### src/rtl/mpmc10_pkg.sv
// mpmc10 shared types for the read-response return path.
// Optional MPMC10_RD_BYTE_ZERO_EN adds byte selects to each read tag.
package mpmc10_pkg;

    localparam int unsigned MPMC10_LINE_W = 256;
    localparam int unsigned MPMC10_HALF_W = 128;

    typedef struct packed {
        logic [3:0]  cid;
        logic [4:0]  adr;
`ifdef MPMC10_RD_BYTE_ZERO_EN
        logic [15:0] sel;
`endif
    } mpmc10_rd_tag_t;

    typedef enum logic [1:0] {
        IDLE,
        PEND,
        HOLD
    } mpmc10_rd_state_t;

    function automatic logic [MPMC10_HALF_W-1:0] rd_half(
        input logic [MPMC10_LINE_W-1:0] line,
        input logic                     hi
    );
        return hi ? line[255:128] : line[127:0];
    endfunction

endpackage

### src/rtl/mpmc10_read_resp_wb_if.sv
// Bundle of tag-request, memory-return and response handshakes.
// Master drives requests/returns, slave is the response block.
interface mpmc10_read_resp_wb_if #(
    parameter int WID = 16
) ();
    logic             req_v;
    logic             req_rdy;
    logic [3:0]       req_cid;
    logic [31:0]      req_adr;
    logic [WID-1:0]   req_sel;
    logic             mem_v;
    logic             mem_rdy;
    logic [255:0]     mem_dat;
    logic             out_v;
    logic             out_rdy;
    logic [3:0]       out_cid;
    logic [WID*8-1:0] out_dat;

    modport master (
        output req_v, req_cid, req_adr, req_sel,
        output mem_v, mem_dat, out_rdy,
        input  req_rdy, mem_rdy, out_v, out_cid, out_dat
    );

    modport slave (
        input  req_v, req_cid, req_adr, req_sel,
        input  mem_v, mem_dat, out_rdy,
        output req_rdy, mem_rdy, out_v, out_cid, out_dat
    );
endinterface

### src/rtl/mpmc10_rd_tag_fifo.sv
// Circular FIFO of pending read tags, QDEP entries (power of two).
// Push is ignored when full, pop is ignored when empty.
module mpmc10_rd_tag_fifo
    import mpmc10_pkg::*;
#(
    parameter int QDEP = 4
) (
    input  logic                  clk,
    input  logic                  rst_n,
    input  logic                  push_i,
    input  logic                  pop_i,
    input  mpmc10_rd_tag_t        din_i,
    output mpmc10_rd_tag_t        dout_o,
    output logic                  full_o,
    output logic                  empty_o,
    output logic [$clog2(QDEP):0] count_o
);
    localparam int AW = $clog2(QDEP);
    localparam int CW = AW + 1;

    mpmc10_rd_tag_t mem_q [QDEP];
    logic [AW-1:0]  wr_ptr_q, wr_ptr_d;
    logic [AW-1:0]  rd_ptr_q, rd_ptr_d;
    logic [CW-1:0]  count_q, count_d;
    logic           do_push, do_pop;

    assign full_o  = (count_q == CW'(QDEP));
    assign empty_o = (count_q == '0);
    assign count_o = count_q;
    assign dout_o  = mem_q[rd_ptr_q];
    assign do_push = push_i & ~full_o;
    assign do_pop  = pop_i & ~empty_o;

    // Pointer/count next state; pointers wrap naturally at QDEP.
    always_comb begin
        wr_ptr_d = wr_ptr_q + AW'(do_push);
        rd_ptr_d = rd_ptr_q + AW'(do_pop);
        count_d  = count_q + CW'(do_push) - CW'(do_pop);
    end

    // Pointer and count registers.
    always_ff @(posedge clk) begin
        if (!rst_n) begin
            wr_ptr_q <= '0;
            rd_ptr_q <= '0;
            count_q  <= '0;
        end else begin
            wr_ptr_q <= wr_ptr_d;
            rd_ptr_q <= rd_ptr_d;
            count_q  <= count_d;
        end
    end

    // Tag storage, written at the write pointer.
    always_ff @(posedge clk) begin
        if (do_push) begin
            mem_q[wr_ptr_q] <= din_i;
        end
    end
endmodule

### src/rtl/mpmc10_read_resp_wb.sv
// Pairs in-order memory read lines with queued tags and registers the response.
// MPMC10_RD_BYTE_ZERO_EN: zero response bytes whose tag select bit is clear.
module mpmc10_read_resp_wb
    import mpmc10_pkg::*;
#(
    parameter int WID  = 16,
    parameter int QDEP = 4
) (
    input  logic                      clk,
    input  logic                      rst_n,
    mpmc10_read_resp_wb_if.slave      bus,
    output logic                      err
);
    localparam int CW = $clog2(QDEP) + 1;

    mpmc10_rd_state_t state_q, state_d;
    logic             out_v_q, out_v_d;
    logic [3:0]       out_cid_q, out_cid_d;
    logic [WID*8-1:0] out_dat_q, out_dat_d;
    logic             err_q, err_d;

    mpmc10_rd_tag_t   tag_in, tag_out;
    logic             fifo_full, fifo_empty;
    logic [CW-1:0]    fifo_cnt, cnt_nx;
    logic             mem_rdy, push, pop, undr;
    logic [127:0]     half;
    logic             unused_bits;

    assign tag_in.cid = bus.req_cid;
    assign tag_in.adr = bus.req_adr[4:0];
`ifdef MPMC10_RD_BYTE_ZERO_EN
    assign tag_in.sel = 16'(bus.req_sel);
    assign unused_bits = ^{bus.req_adr[31:5], tag_out.adr[3:0]};
`else
    assign unused_bits = ^{bus.req_adr[31:5], tag_out.adr[3:0],
                           bus.req_sel};
`endif

    assign mem_rdy = ~out_v_q | bus.out_rdy;
    assign push    = bus.req_v & ~fifo_full;
    assign pop     = bus.mem_v & mem_rdy & ~fifo_empty;
    assign undr    = bus.mem_v & mem_rdy & fifo_empty;
    assign cnt_nx  = fifo_cnt + CW'(push) - CW'(pop);

    mpmc10_rd_tag_fifo #(
        .QDEP (QDEP)
    ) u_fifo (
        .clk     (clk),
        .rst_n   (rst_n),
        .push_i  (push),
        .pop_i   (pop),
        .din_i   (tag_in),
        .dout_o  (tag_out),
        .full_o  (fifo_full),
        .empty_o (fifo_empty),
        .count_o (fifo_cnt)
    );

    // Extract the addressed half line and optionally byte-qualify it.
    always_comb begin
        half = rd_half(bus.mem_dat, tag_out.adr[4]);
`ifdef MPMC10_RD_BYTE_ZERO_EN
        for (int b = 0; b < 16; b++) begin
            if (!tag_out.sel[b]) begin
                half[b*8 +: 8] = 8'h00;
            end
        end
`endif
    end

    // FSM next state and response register next values.
    always_comb begin
        state_d   = state_q;
        out_cid_d = out_cid_q;
        out_dat_d = out_dat_q;
        err_d     = err_q | undr;
        unique case (state_q)
            IDLE: begin
                if (push) state_d = PEND;
            end
            PEND: begin
                if (pop) state_d = HOLD;
            end
            HOLD: begin
                if (pop) begin
                    state_d = HOLD;
                end else if (bus.out_rdy) begin
                    state_d = (cnt_nx != '0) ? PEND : IDLE;
                end
            end
            default: state_d = IDLE;
        endcase
        if (pop) begin
            out_cid_d = tag_out.cid;
            out_dat_d = (WID*8)'(half);
        end
        out_v_d = (state_d == HOLD);
    end

    // State, response and sticky error registers.
    always_ff @(posedge clk) begin
        if (!rst_n) begin
            state_q   <= IDLE;
            out_v_q   <= 1'b0;
            out_cid_q <= '0;
            out_dat_q <= '0;
            err_q     <= 1'b0;
        end else begin
            state_q   <= state_d;
            out_v_q   <= out_v_d;
            out_cid_q <= out_cid_d;
            out_dat_q <= out_dat_d;
            err_q     <= err_d;
        end
    end

    assign bus.req_rdy = ~fifo_full;
    assign bus.mem_rdy = mem_rdy;
    assign bus.out_v   = out_v_q;
    assign bus.out_cid = out_cid_q;
    assign bus.out_dat = out_dat_q;
    assign err         = err_q;
endmodule

### src/flat_wrapper.sv
// flat-port wrapper written by rule: the top's interface ports become plain ports
module mpmc10_read_resp_wb_flat import mpmc10_pkg::*;
#(
    parameter int WID  = 16,
    parameter int QDEP = 4
)
  (clk, rst_n, err, bus_req_v, bus_req_cid, bus_req_adr, bus_req_sel, bus_mem_v, bus_mem_dat, bus_out_rdy, bus_req_rdy, bus_mem_rdy, bus_out_v, bus_out_cid, bus_out_dat);
  mpmc10_read_resp_wb_if #(.WID(WID)) bus_i ();
  input  logic clk;
  input  logic rst_n;
  output logic err;
  input wire logic [$bits(bus_i.req_v)-1:0] bus_req_v;
  input wire logic [$bits(bus_i.req_cid)-1:0] bus_req_cid;
  input wire logic [$bits(bus_i.req_adr)-1:0] bus_req_adr;
  input wire logic [$bits(bus_i.req_sel)-1:0] bus_req_sel;
  input wire logic [$bits(bus_i.mem_v)-1:0] bus_mem_v;
  input wire logic [$bits(bus_i.mem_dat)-1:0] bus_mem_dat;
  input wire logic [$bits(bus_i.out_rdy)-1:0] bus_out_rdy;
  output wire logic [$bits(bus_i.req_rdy)-1:0] bus_req_rdy;
  output wire logic [$bits(bus_i.mem_rdy)-1:0] bus_mem_rdy;
  output wire logic [$bits(bus_i.out_v)-1:0] bus_out_v;
  output wire logic [$bits(bus_i.out_cid)-1:0] bus_out_cid;
  output wire logic [$bits(bus_i.out_dat)-1:0] bus_out_dat;
  assign bus_i.req_v = bus_req_v;
  assign bus_i.req_cid = bus_req_cid;
  assign bus_i.req_adr = bus_req_adr;
  assign bus_i.req_sel = bus_req_sel;
  assign bus_i.mem_v = bus_mem_v;
  assign bus_i.mem_dat = bus_mem_dat;
  assign bus_i.out_rdy = bus_out_rdy;
  assign bus_req_rdy = bus_i.req_rdy;
  assign bus_mem_rdy = bus_i.mem_rdy;
  assign bus_out_v = bus_i.out_v;
  assign bus_out_cid = bus_i.out_cid;
  assign bus_out_dat = bus_i.out_dat;
  mpmc10_read_resp_wb #(.WID(WID), .QDEP(QDEP)) u_core (.clk(clk), .rst_n(rst_n), .bus(bus_i), .err(err));
endmodule
### config.mk
export PLATFORM = sky130hd
export DESIGN_NAME = mpmc10_read_resp_wb_flat
export DESIGN_NICKNAME = d
export VERILOG_FILES = /design/src/rtl/mpmc10_pkg.sv /design/src/rtl/mpmc10_read_resp_wb_if.sv /design/src/rtl/mpmc10_rd_tag_fifo.sv /design/src/rtl/mpmc10_read_resp_wb.sv /design/src/flat_wrapper.sv
export SDC_FILE = /design/constraint.sdc
export NUM_CORES = 1
export LEC_CHECK = 0
export CAP_MARGIN = 10
export CORE_AREA = 2 2 175 177
export DETAILED_ROUTE_END_ITERATION = 16
export DIE_AREA = 0 0 177 179
export PLACE_DENSITY = 0.67
export SETUP_SLACK_MARGIN = 0.5
export SYNTH_ARGS = -nofsm -noshare
export SYNTH_HDL_FRONTEND = slang
export SYNTH_SLANG_ARGS = --single-unit
### constraint.sdc
create_clock -name clk -period 2.38 [get_ports clk]
set_input_delay 0.476 -clock clk [delete_from_list [all_inputs] [get_ports clk]]
set_output_delay 0.476 -clock clk [all_outputs]
set_load 0.05 [all_outputs]
Fig. 1: a small window of the routed layout
Window x 32 to 57, y 122 to 147 um. Cells in gray, sequential cells in the stronger gray; small squares are vias.
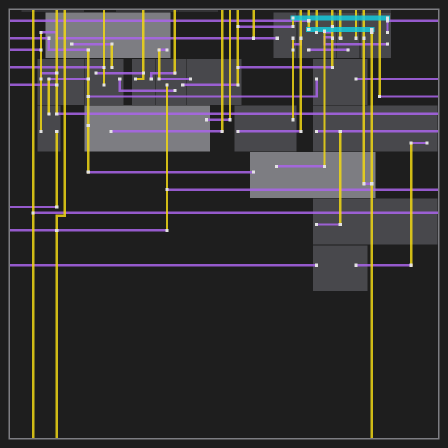
color	layer
yellow	M2
cyan	M3
purple	M1
netlist names of flops here include	u_core.bus.out_dat (3)
sequential cells in the window	3
most frequent	nand2_1 (4), dfxtp_1 (3)
cells with their middle in the window	18

Fig. 2: congestion heat map
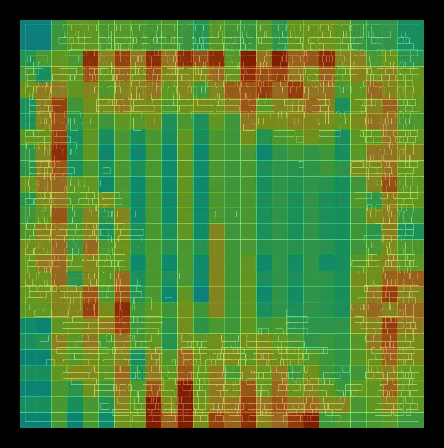
Wirelength per Cell: 17.1 um
met1 Use GR: 19.0%
M3 GR Usage: 5.03%

==> GITHUB_STEP_SUMMARY <==
### Flow metrics

| Metric | Value |
|---|---|
| Status | `completed` |
| Slowest stage delay, CP | `0.42 ns` |
| Post-Syn Area | `6840 um2` |
| Reg2Reg Capture Point | `u_core.state_q[0]$_SDFF_PN0_` |
| DRT met1 WL | `11.7 mm` |
| Cts hold-fix bufs | `0` |
| Worst Path Arrival | `2.51 ns` |
| Post-synth EDFFs | `20` |
| Hold EP | `u_core.bus.out_cid[2]$_SDFFE_PN0P_` |
| Final Hold Viols | `0` |
| Ports | `449` |
| Hold Path Origin | `u_core.bus.out_cid[2]$_SDFFE_PN0P_` |
| CP Max Fanout | `3` |
| Top cell excl fill/tap | `nand2_1` |
| Unrepaired setup endpoints after global routing | `true` |
| Synthesis-to-finish area growth | `75.1%` |
| # diodes | `0` |
| Slew @ Worst Pin | `0.603 ns` |
| Final WS setup | `0.183 ns` |
| Delay-heaviest family, CP | `simple AND/OR/NAND/NOR gates` |
| Largest net degree at the start of global routing | `144` |
Fig. 3: signal wires on met1
(3 px per um)
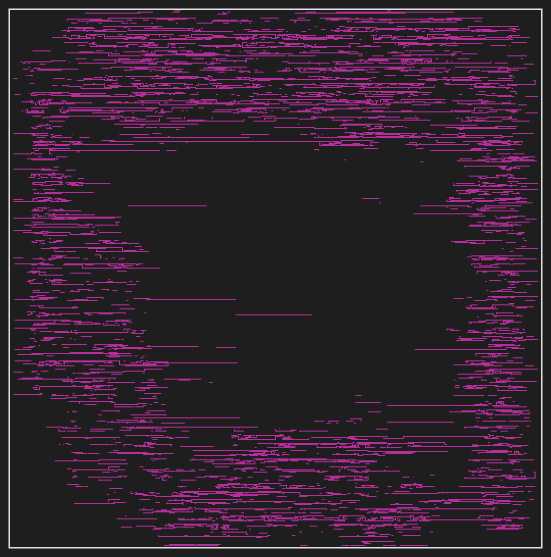
main direction	horizontal
nets with wire on the layer	1266
wire length on this layer	11700 um
share of all routed wire	42%
Routed WL: 27.6 mm
via count: 7394

-- cell families (layout without fill, tap and decap cells) --
| family | count (synthesis) | count (layout) | synth area share [%] |
|---|---|---|---|
| AND/OR/NAND/NOR | 286 | 286 | 16.9 |
| AND-OR/OR-AND | 267 | 267 | 22.2 |
| flip-flops | 163 | 163 | 50.6 |
| buffers and inverters | 80 | 476 | 6.07 |
| multiplexers | 8 | 8 | 1.92 |
| adder cells (fa/ha/maj) | 7 | 7 | 1.50 |
| XOR/XNOR | 6 | 6 | 0.768 |
-- where the power goes --
part           switching [mW]  internal [mW]
registers               0.440           3.65
logic                    5.37           2.51
clock network            1.24           1.45
total                    7.05           7.60
-- stage by stage --
step / cell area, um2 / utilization [%] / cells
2_1_floorplan: 6890 / - / 817
3_3_place_gp: 11300 / 37.6 / 1565
3_5_place_dp: 11300 / 37.6 / 1565
4_1_cts: 11800 / 39.4 / 1603
5_1_grt: 12000 / 39.9 / 1609
6_report: 12000 / 39.9 / 1609
-- layout make-up --
type,instances,area (um2),area share (%)
clock buffers,17,425,3.55
clock inverters,15,131,1.10
inverters,7,31.3,0.261
multi-input cells,574,3040,25.3
flip-flops and latches,163,3470,29.0
well taps,396,495,4.14
repair buffers,437,4390,36.6
-- sequential cells by signal, summed over array words and instances (netlist names) --
| signal | flops |
|---|---|
| u_core.bus.out_dat | 128 |
| u_core.u_fifo.mem_q | 20 |
| u_core.bus.out_cid | 4 |
| u_core.u_fifo.count_o | 3 |
| u_core.state_q | 2 |
| u_core.u_fifo.rd_ptr_q | 2 |
| u_core.u_fifo.wr_ptr_q | 2 |
| u_core.bus.out_v | 1 |
| u_core.err | 1 |
No activity file was given, so power comes from the tool's default toggle rates.
